File: config.mk
export PLATFORM = sky130hd
export DESIGN_NAME = traffic_phase_fsm
export DESIGN_NICKNAME = d
export VERILOG_FILES = /design/src/rtl/traffic_phase_fsm_pkg.sv /design/src/rtl/traffic_phase_fsm_sync_ff.sv /design/src/rtl/traffic_phase_fsm.sv
export SDC_FILE = /design/constraint.sdc
export NUM_CORES = 1
export LEC_CHECK = 0
export CAP_MARGIN = 20
export CORE_AREA = 2 2 39 41
export DETAILED_ROUTE_END_ITERATION = 8
export DIE_AREA = 0 0 41 43
export GPL_ROUTABILITY_DRIVEN = 0
export PLACE_DENSITY = 0.74
export SLEW_MARGIN = 20
export SYNTH_ARGS = -nofsm -noshare
export SYNTH_HDL_FRONTEND = slang
export SYNTH_HIERARCHICAL = 1
export SYNTH_SLANG_ARGS = --single-unit
File: constraint.sdc
create_clock -name clk -period 2.12 [get_ports clk]
set_input_delay 0.424 -clock clk [delete_from_list [all_inputs] [get_ports clk]]
set_output_delay 0.424 -clock clk [all_outputs]
set_load 0.1 [all_outputs]
File: src/rtl/traffic_phase_fsm_pkg.sv
// traffic_pkg: phase encoding, lamp one-hot codes and dwell thresholds shared with the phase timer.
package traffic_pkg;

    typedef enum logic [2:0] {
        ALL_R_M = 3'd0,
        MAIN_G  = 3'd1,
        MAIN_Y  = 3'd2,
        ALL_R_S = 3'd3,
        SIDE_G  = 3'd4,
        SIDE_Y  = 3'd5
    } state_t;

    // lamp bits ordered {r, y, g}
    localparam logic [2:0] LAMP_R = 3'b100;
    localparam logic [2:0] LAMP_Y = 3'b010;
    localparam logic [2:0] LAMP_G = 3'b001;

    localparam int unsigned T_RED    = 3;
    localparam int unsigned T_YEL    = 8;
    localparam int unsigned T_SIDE_G = 13;
    localparam int unsigned T_MAIN_G = 18;

    function automatic logic [5:0] lamps_of(input state_t s);
        return s == MAIN_G ? {LAMP_G, LAMP_R} :
               s == MAIN_Y ? {LAMP_Y, LAMP_R} :
               s == SIDE_G ? {LAMP_R, LAMP_G} :
               s == SIDE_Y ? {LAMP_R, LAMP_Y} : {LAMP_R, LAMP_R};
    endfunction

endpackage

File: src/rtl/traffic_phase_fsm_sync_ff.sv
// sync_ff: multi-stage flip-flop synchronizer for one asynchronous level input.
module sync_ff #(
    parameter int STAGES = 2
) (
    input  logic clk,
    input  logic rst,
    input  logic d,
    output logic q
);
    logic [STAGES-1:0] sr;

    always_ff @(posedge clk or posedge rst) begin
        if (rst) sr <= '0;
        else     sr <= {sr[STAGES-2:0], d};
    end

    assign q = sr[STAGES-1];

endmodule

File: src/rtl/traffic_phase_fsm.sv
// traffic_phase_fsm: main/side phase controller driven by the phase timer flags.
// Optional PED_REQ_EN adds a pedestrian button (ped_req) and a walk lamp.
module traffic_phase_fsm
    import traffic_pkg::*;
#(
    parameter int SYNC_STAGES = 2
) (
    input  logic       clk,
    input  logic       rst,
    input  logic       car_side,
    input  logic       tr,
    input  logic       ty,
    input  logic       tg_small,
    input  logic       tg_main,
`ifdef PED_REQ_EN
    input  logic       ped_req,
    output logic       walk,
`endif
    output logic       T,
    output logic       main_r,
    output logic       main_y,
    output logic       main_g,
    output logic       side_r,
    output logic       side_y,
    output logic       side_g,
    output logic [2:0] state
);
    state_t cur, nxt;
    logic   car_s, side_req, min_done, req;

    sync_ff #(.STAGES(SYNC_STAGES)) u_car (.clk(clk), .rst(rst), .d(car_side), .q(car_s));

`ifdef PED_REQ_EN
    logic ped_s, ped_pend;
    sync_ff #(.STAGES(SYNC_STAGES)) u_ped (.clk(clk), .rst(rst), .d(ped_req), .q(ped_s));
    assign req = side_req | ped_pend;
`else
    assign req = side_req;
`endif

    always_comb begin
        nxt = ALL_R_M;
        case (cur)
            ALL_R_M: nxt = tr       ? MAIN_G  : ALL_R_M;
            MAIN_G:  nxt = (min_done | tg_main) & req ? MAIN_Y : MAIN_G;
            MAIN_Y:  nxt = ty       ? ALL_R_S : MAIN_Y;
            ALL_R_S: nxt = tr       ? SIDE_G  : ALL_R_S;
            SIDE_G:  nxt = tg_small ? SIDE_Y  : SIDE_G;
            SIDE_Y:  nxt = ty       ? ALL_R_M : SIDE_Y;
            default: nxt = ALL_R_M;
        endcase
    end

    assign T     = nxt != cur;
    assign state = cur;

    // min_done keeps main green "elapsed" after the timer wraps and tg_main drops
    always_ff @(posedge clk or posedge rst) begin
        if (rst) begin
            cur      <= ALL_R_M;
            {main_r, main_y, main_g, side_r, side_y, side_g} <= {LAMP_R, LAMP_R};
            side_req <= 1'b0;
            min_done <= 1'b0;
`ifdef PED_REQ_EN
            ped_pend <= 1'b0;
            walk     <= 1'b0;
`endif
        end else begin
            cur      <= nxt;
            {main_r, main_y, main_g, side_r, side_y, side_g} <= lamps_of(nxt);
            side_req <= nxt != SIDE_G && (side_req || (car_s && cur != SIDE_G));
            min_done <= nxt == MAIN_G && (min_done || (cur == MAIN_G && tg_main));
`ifdef PED_REQ_EN
            ped_pend <= (nxt != SIDE_Y || cur == SIDE_Y) && (ped_pend || ped_s);
            walk     <= nxt == SIDE_G && (cur == SIDE_G ? walk : ped_pend);
`endif
        end
    end

endmodule
Run 1, placed cells, one colour a class:
Scale bar: 10 um. Fill, decap, tap and diode cells in grey.
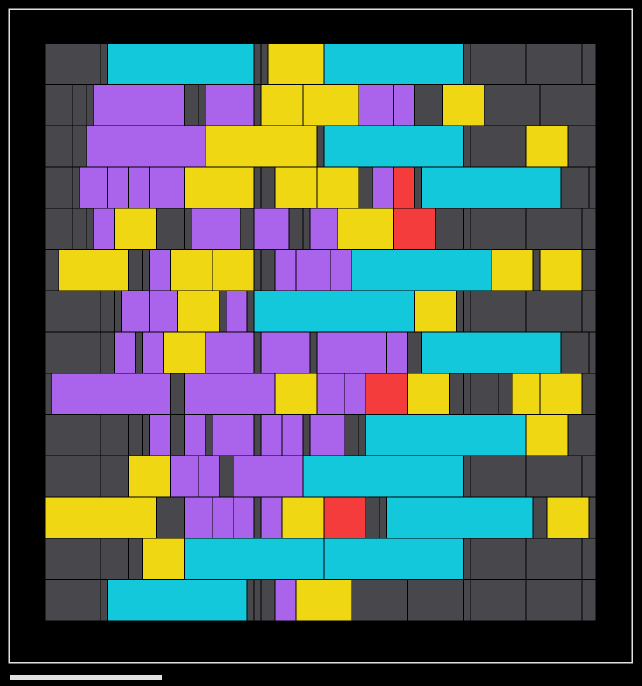
| colour | class | cells | share of their area |
|---|---|---|---|
| yellow | other buffers and delay cells | 30 | 29% |
| cyan | flip-flops | 13 | 37% |
| red | clock drivers and dummy loads | 4 | 2.8% |
| purple | all other logic | 45 | 32% |
core footprint: 1380 um2
final std cell area, no fill: 945 um2

Run 1, power grid:
Pins as bars on the die edge.
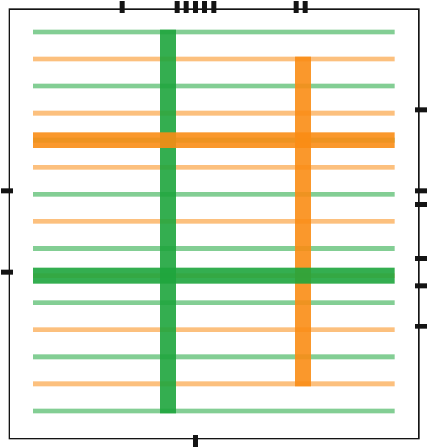
| colour | net |
|---|---|
| orange | VDD |
| green | VSS |
rows: 14
met5 straps: 2
met1 rails: 15
met4 straps: 2
signal pins: 17
die width: 41 um

Run 1, logic cells by family:
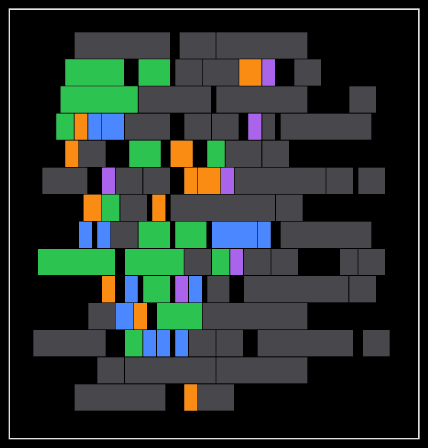
| colour | family | cells |
|---|---|---|
| orange | NAND gates | 11 |
| purple | inverters | 6 |
| blue | NOR gates | 12 |
| green | inverting AOI/OAI gates | 15 |
post-layout instance count excluding filler cells: 108
logic gate fraction of the total cell area: 0.285
highest-count logic cell in the final layout: buf_4

Run 1, sequential cells coloured by netlist name:
Other sequential cells in the stronger grey, the rest of the logic in the fainter grey.
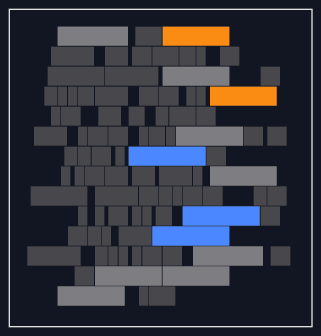
| colour | name in the netlist | sequential cells |
|---|---|---|
| orange | `u_car/sr` | 2 |
| blue | `state` | 3 |
Final Core Density: 0.683

==> results.json, run 1 <==
{
  "finalSetupViolations": 0,
  "logic_area_um2": 269,
  "cp_num_cells": 6,
  "number_of_tapcells": 16,
  "via_count_of_the_first_global_routing_pass": 458,
  "seqCellArea_um2": 339,
  "mappedNetlistArea_um2": 614,
  "netlist-cell-type-count": 25,
  "insertedDiodeCount": 0,
  "worst_slew_margin_rel": 0.731,
  "slew_viol_final": 0,
  "dpl-instance-area_um2": 847,
  "route.antenna.remaining_nets": 0,
  "tritoncts": "built",
  "synthTopLogicFamily": "AND-OR/OR-AND gates",
  "layout_worst_path_cycle_share": 0.986,
  "gr-total-overflow": 0,
  "fraction_of_registers_with_async_set_or_reset_after_synthesis": 1.00,
  "synth.net_count": 68,
  "critical_path_sink": "T",
  "post-route-min-period_ns": 2.09,
  "first_pass_grt_wire_length_mm": 1.97,
  "max_clock_freq_ghz": 0.479,
  "post_synthesis_cell_count_from_yosys": 61,
  "yosysMostFrequentCell": "dfrtp_1",
  "clkSinkCount": 13,
  "largest_net_degree_at_the_start_of_global_routing": 17,
  "synth-warning-count": 6,
  "wl_met1_um": 585,
  "chipArea_um2": 1760,
  "nNonClkBuffers": 30,
  "synth_sequential_area_ratio": 0.534,
  "dominant_cells": "flip-flops and latches",
  "grt_use_met3": 0.0157,
  "detailedRoute.firstIterationViolations": 16,
  "routedWlPerCell_um": 12.7,
  "tool_warnings": 27,
  "met2_length_um": 717,
  "post_cts_buffers": 0,
  "r2r.worst_path.cells": 6,
  "synth_adder_area_share": 0,
  "gr-usage-all-layers": 0.167,
  "max_stage_delay_ns": 0.46,
  "dr_total_vias": 549,
  "antenna_found_initial": 0,
  "setup.worst_path.end_class": "output port",
  "synth-xor-area-share": 0,
  "holdCritPathClass": "in -> async",
  "area.share.sequential": 0.359,
  "final.setup.tns_ns": 0,
  "dp_cells": 96,
  "dp_slack_ns": -0.0230,
  "worst_path_most_repeated_cell": "a31oi_4",
  "drive_above_1_share": 0.457,
  "top_usage_layer_grt": "met1",
  "syn2layout_area_growth_pct": 53.8,
  "setup.worst_path.start_class": "register",
  "cts_max_level": 1,
  "dr.pass1.iters": 4,
  "whs_ns": 0.332,
  "first_element_of_the_critical_path": "state[0]",
  "row_count": 14,
  "dominant_register_cell": "dfrtp_1",
  "timing_hold_violations_final": 0,
  "final_nets": 100,
  "lay_top_cells": "21 x buf_4, 9 x nor2_1, 8 x dfrtp_1",
  "reg2reg_to": "req",
  "num_io_pins": 17,
  "worstSetupPathType": "reg -> out",
  "cap_viol_max_count": 0,
  "portBuffers": 16,
  "timing_worst_slew_pin_value_ns": 0.403,
  "synth.top_cells.by_area": "dfrtp_1 45%, dfstp_2 8.6%, nor2_1 6.1%, nand2_1 4.3%, inv_1 3.7%",
  "run_status": "completed",
  "detail_route.drc_violations": 0,
  "netlist_instances": 61,
  "hpwl_um": 923,
  "clockBufferCount": 4,
  "layout.buffer.nonclock.area_share": 0.283,
  "final.setup_skew_ns": 0.00226,
  "largest_reg_flops": 3,
  "grt_util_met1": 0.233,
  "cp.buffers_inverters": 2,
  "clkCellAreaFrac": 0.0278,
  "cts_made_buffers": 3,
  "synth.top_cells.by_count": "11 x dfrtp_1, 10 x nor2_1, 7 x nand2_1, 6 x inv_1",
  "flop-count": 13,
  "route.final.wire_length_mm": 1.37,
  "ys_sh_mux": 0,
  "clock_latency_ns": 0.27,
  "worst-endpoint-arrival_ns": 1.67,
  "path_max_fanout": 6,
  "timing.final.ws_setup_ns": 0.0306,
  "post_cts.resized_instances": 1,
  "clock-root-buffer": "clkbuf_4",
  "groute.layer.met2.usage": 0.231,
  "worst_setup_hold_path_clk_slew_ns": 0.08,
  "worst-r2r-setup-slack_ns": 0.67,
  "yosysChipArea_um2": 614,
  "post_cts_hold_buffer_count": 0,
  "ys_sh_aoi": 0.210,
  "filler_cell_count": 102,
  "critical_path_required_ns": 1.70,
  "multiInputCombCellCount": 39,
  "critPathTopFamily": "AND-OR/OR-AND gates",
  "synth_flop_count": 13,
  "routed_via_density": 5.08,
  "initial_utilization": 0.444,
  "edf_count": 0,
  "met3_length_um": 44,
  "uppermost_routed_layer": "met4",
  "nNonClkInverters": 6,
  "yosys.area.top_type_share": 0.448,
  "slowest_stage": "dfrtp_4",
  "worst_r2r_startpoint": "state[0]",
  "syn_avg_cell_area_um2": 10.1,
  "yosysTopAreaCell": "dfrtp_1"
}
## Run 2: what changed since run 1
--- a/config.mk
+++ b/config.mk
@@ -5,12 +5,12 @@
 export SDC_FILE = /design/constraint.sdc
 export NUM_CORES = 1
 export LEC_CHECK = 0
-export CAP_MARGIN = 20
-export CORE_AREA = 2 2 39 41
+export CAP_MARGIN = 10
+export CORE_AREA = 2 2 40 42
 export DETAILED_ROUTE_END_ITERATION = 8
-export DIE_AREA = 0 0 41 43
+export DIE_AREA = 0 0 42 44
 export GPL_ROUTABILITY_DRIVEN = 0
-export PLACE_DENSITY = 0.74
+export PLACE_DENSITY = 0.71
 export SLEW_MARGIN = 20
 export SYNTH_ARGS = -nofsm -noshare
 export SYNTH_HDL_FRONTEND = slang
==> run 2 against run 1 <==
  * Final cell count is the same
  * Highest routed layer unchanged
  * Maximum frequency is 2.1% higher
  * Cell area grew 2.8%
  * Utilization increased by 0.17 points
  * Global-route usage shrank 0.77 points
  * Non-clock buffer count did not move
  * Die size rose by 4.8%
  * Critical path depth down 1
  * Worst setup slack better by 0.042 ns
==> results.json, run 2 <==
{
  "first_pass_grt_wire_length_mm": 2.15,
  "cap_viol_max_count": 0,
  "dr.pass1.iters": 4,
  "final_common_cell": "buf_4",
  "edf_count": 0,
  "setup.worst_path.start_class": "register",
  "yosysMostFrequentCell": "dfrtp_1",
  "critPathTopFamily": "flip-flops",
  "setup.worst_path.end_class": "output port",
  "via_count_of_the_first_global_routing_pass": 498,
  "timing.final.ws_setup_ns": 0.0727,
  "chipArea_um2": 1850,
  "cp.buffers_inverters": 2,
  "holdCritPathClass": "in -> async",
  "dr_total_vias": 537,
  "clock-root-buffer": "clkbuf_4",
  "met2_length_um": 665,
  "dp_slack_ns": -0.00524,
  "synth-warning-count": 6,
  "mappedNetlistArea_um2": 614,
  "tool_warnings": 27,
  "cp_num_cells": 5,
  "syn2layout_area_growth_pct": 58.0,
  "groute.layer.met2.usage": 0.250,
  "grt_use_met3": 0.0500,
  "worst_setup_hold_path_clk_slew_ns": 0.08,
  "critical_path_sink": "T",
  "netlist-cell-type-count": 25,
  "gr-total-overflow": 0,
  "first_element_of_the_critical_path": "state[0]",
  "synthTopLogicFamily": "AND-OR/OR-AND gates",
  "wl_met1_um": 589,
  "drive_above_1_share": 0.478,
  "number_of_tapcells": 16,
  "dominant_cells": "flip-flops and latches",
  "timing_hold_violations_final": 0,
  "worst_slew_margin_rel": 0.726,
  "timing_worst_slew_pin_value_ns": 0.411,
  "dieWidth_um": 42,
  "chipHeight_um": 44,
  "ys_sh_mux": 0,
  "whs_ns": 0.328,
  "max_stage_delay_ns": 0.49,
  "netlist_instances": 61,
  "path_max_fanout": 9,
  "initial_utilization": 0.433,
  "post_synthesis_cell_count_from_yosys": 61,
  "critical_path_required_ns": 1.70,
  "seqCellArea_um2": 337,
  "reg2reg_to": "req",
  "detail_route.drc_violations": 0,
  "yosysChipArea_um2": 614,
  "final.setup.tns_ns": 0,
  "post_cts.resized_instances": 1,
  "cts_made_buffers": 3,
  "syn_avg_cell_area_um2": 10.1,
  "worst_path_most_repeated_cell": "a31oi_4",
  "layout.buffer.nonclock.area_share": 0.282,
  "largest_reg_flops": 3,
  "antenna_found_initial": 0,
  "dominant_register_cell": "dfrtp_1",
  "dpl-instance-area_um2": 840,
  "tritoncts": "built",
  "worstSetupPathType": "reg -> out",
  "grt_util_met1": 0.201,
  "worst-endpoint-arrival_ns": 1.62,
  "finalSetupViolations": 0,
  "clkCellAreaFrac": 0.0271,
  "post_cts_buffers": 0,
  "post_synth_and_or_nand_nor_area_fraction": 0.181,
  "layout_worst_path_cycle_share": 0.966,
  "lay_top_cells": "20 x buf_4, 9 x nor2_1, 8 x dfrtp_1",
  "hpwl_um": 951,
  "route.final.wire_length_mm": 1.34,
  "nNonClkInverters": 6,
  "route.antenna.remaining_nets": 0,
  "filler_cell_count": 111,
  "portBuffers": 16,
  "final_nets": 100,
  "met3_length_um": 65,
  "worst-r2r-setup-slack_ns": 0.72,
  "cts_max_level": 1,
  "synth.net_count": 68,
  "slew_viol_final": 0,
  "yosys.area.top_type_share": 0.448,
  "final.setup_skew_ns": 0.00856,
  "multiInputCombCellCount": 39,
  "synth.top_cells.by_count": "11 x dfrtp_1, 10 x nor2_1, 7 x nand2_1, 6 x inv_1",
  "ys_sh_aoi": 0.210,
  "nNonClkBuffers": 30,
  "synth-xor-area-share": 0,
  "dp_cells": 95,
  "num_io_pins": 17,
  "post-route-min-period_ns": 2.05,
  "synth_adder_area_share": 0,
  "fin_cells": 108,
  "synth_flop_count": 13,
  "gr-usage-all-layers": 0.159,
  "slowest_stage": "dfrtp_2",
  "routedWlPerCell_um": 12.4,
  "r2r.worst_path.cells": 5,
  "detailedRoute.firstIterationViolations": 14,
  "max_clock_freq_ghz": 0.488,
  "post_cts_hold_buffer_count": 0,
  "top_usage_layer_grt": "met2",
  "logic_area_um2": 292,
  "synth.top_cells.by_area": "dfrtp_1 45%, dfstp_2 8.6%, nor2_1 6.1%, nand2_1 4.3%, inv_1 3.7%",
  "routed_via_density": 4.97,
  "fraction_of_registers_with_async_set_or_reset_after_synthesis": 1.00,
  "largest_net_degree_at_the_start_of_global_routing": 13,
  "run_status": "completed",
  "insertedDiodeCount": 0,
  "worst_r2r_startpoint": "state[0]"
}
Run 2, clock routing:
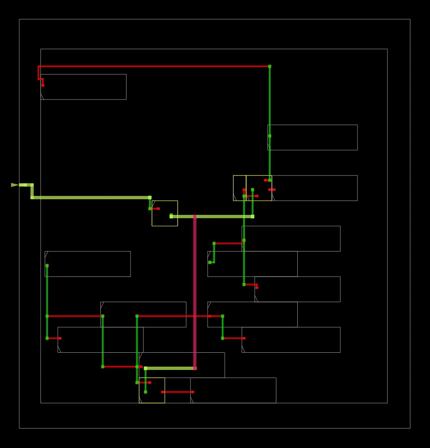
sequential cell count of the final layout: 13
clock buffer count: 4
clock latency of the later-clocked register in the worst-skew pair: 0.28 ns
count of clock tree sinks: 13

Run 2, logic cells by family:
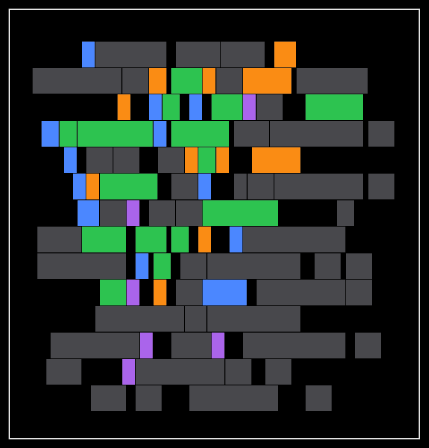
| colour | family | cells |
|---|---|---|
| green | inverting AOI/OAI gates | 15 |
| orange | NAND gates | 11 |
| purple | inverters | 6 |
| blue | NOR gates | 12 |
logic gate fraction of the total cell area: 0.300

Run 2, placed cells, one colour a class:
Scale bar: 10 um. Fill, decap, tap and diode cells in grey.
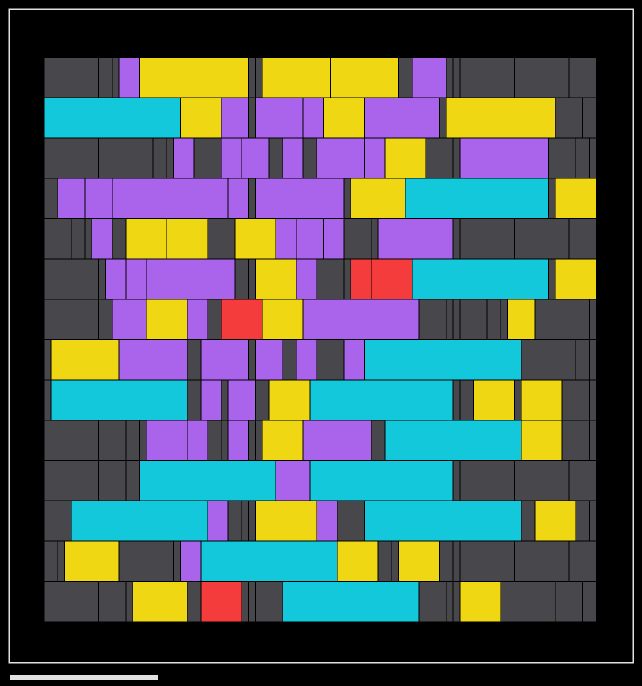
| colour | class | cells | share of their area |
|---|---|---|---|
| yellow | other buffers and delay cells | 30 | 29% |
| purple | all other logic | 45 | 33% |
| red | clock drivers and dummy loads | 4 | 2.8% |
| cyan | flip-flops | 13 | 35% |
core footprint: 1420 um2
final std cell area, no fill: 971 um2
Final Core Density: 0.684
sequential portion of the cell area: 0.347
standard-cell row count: 14

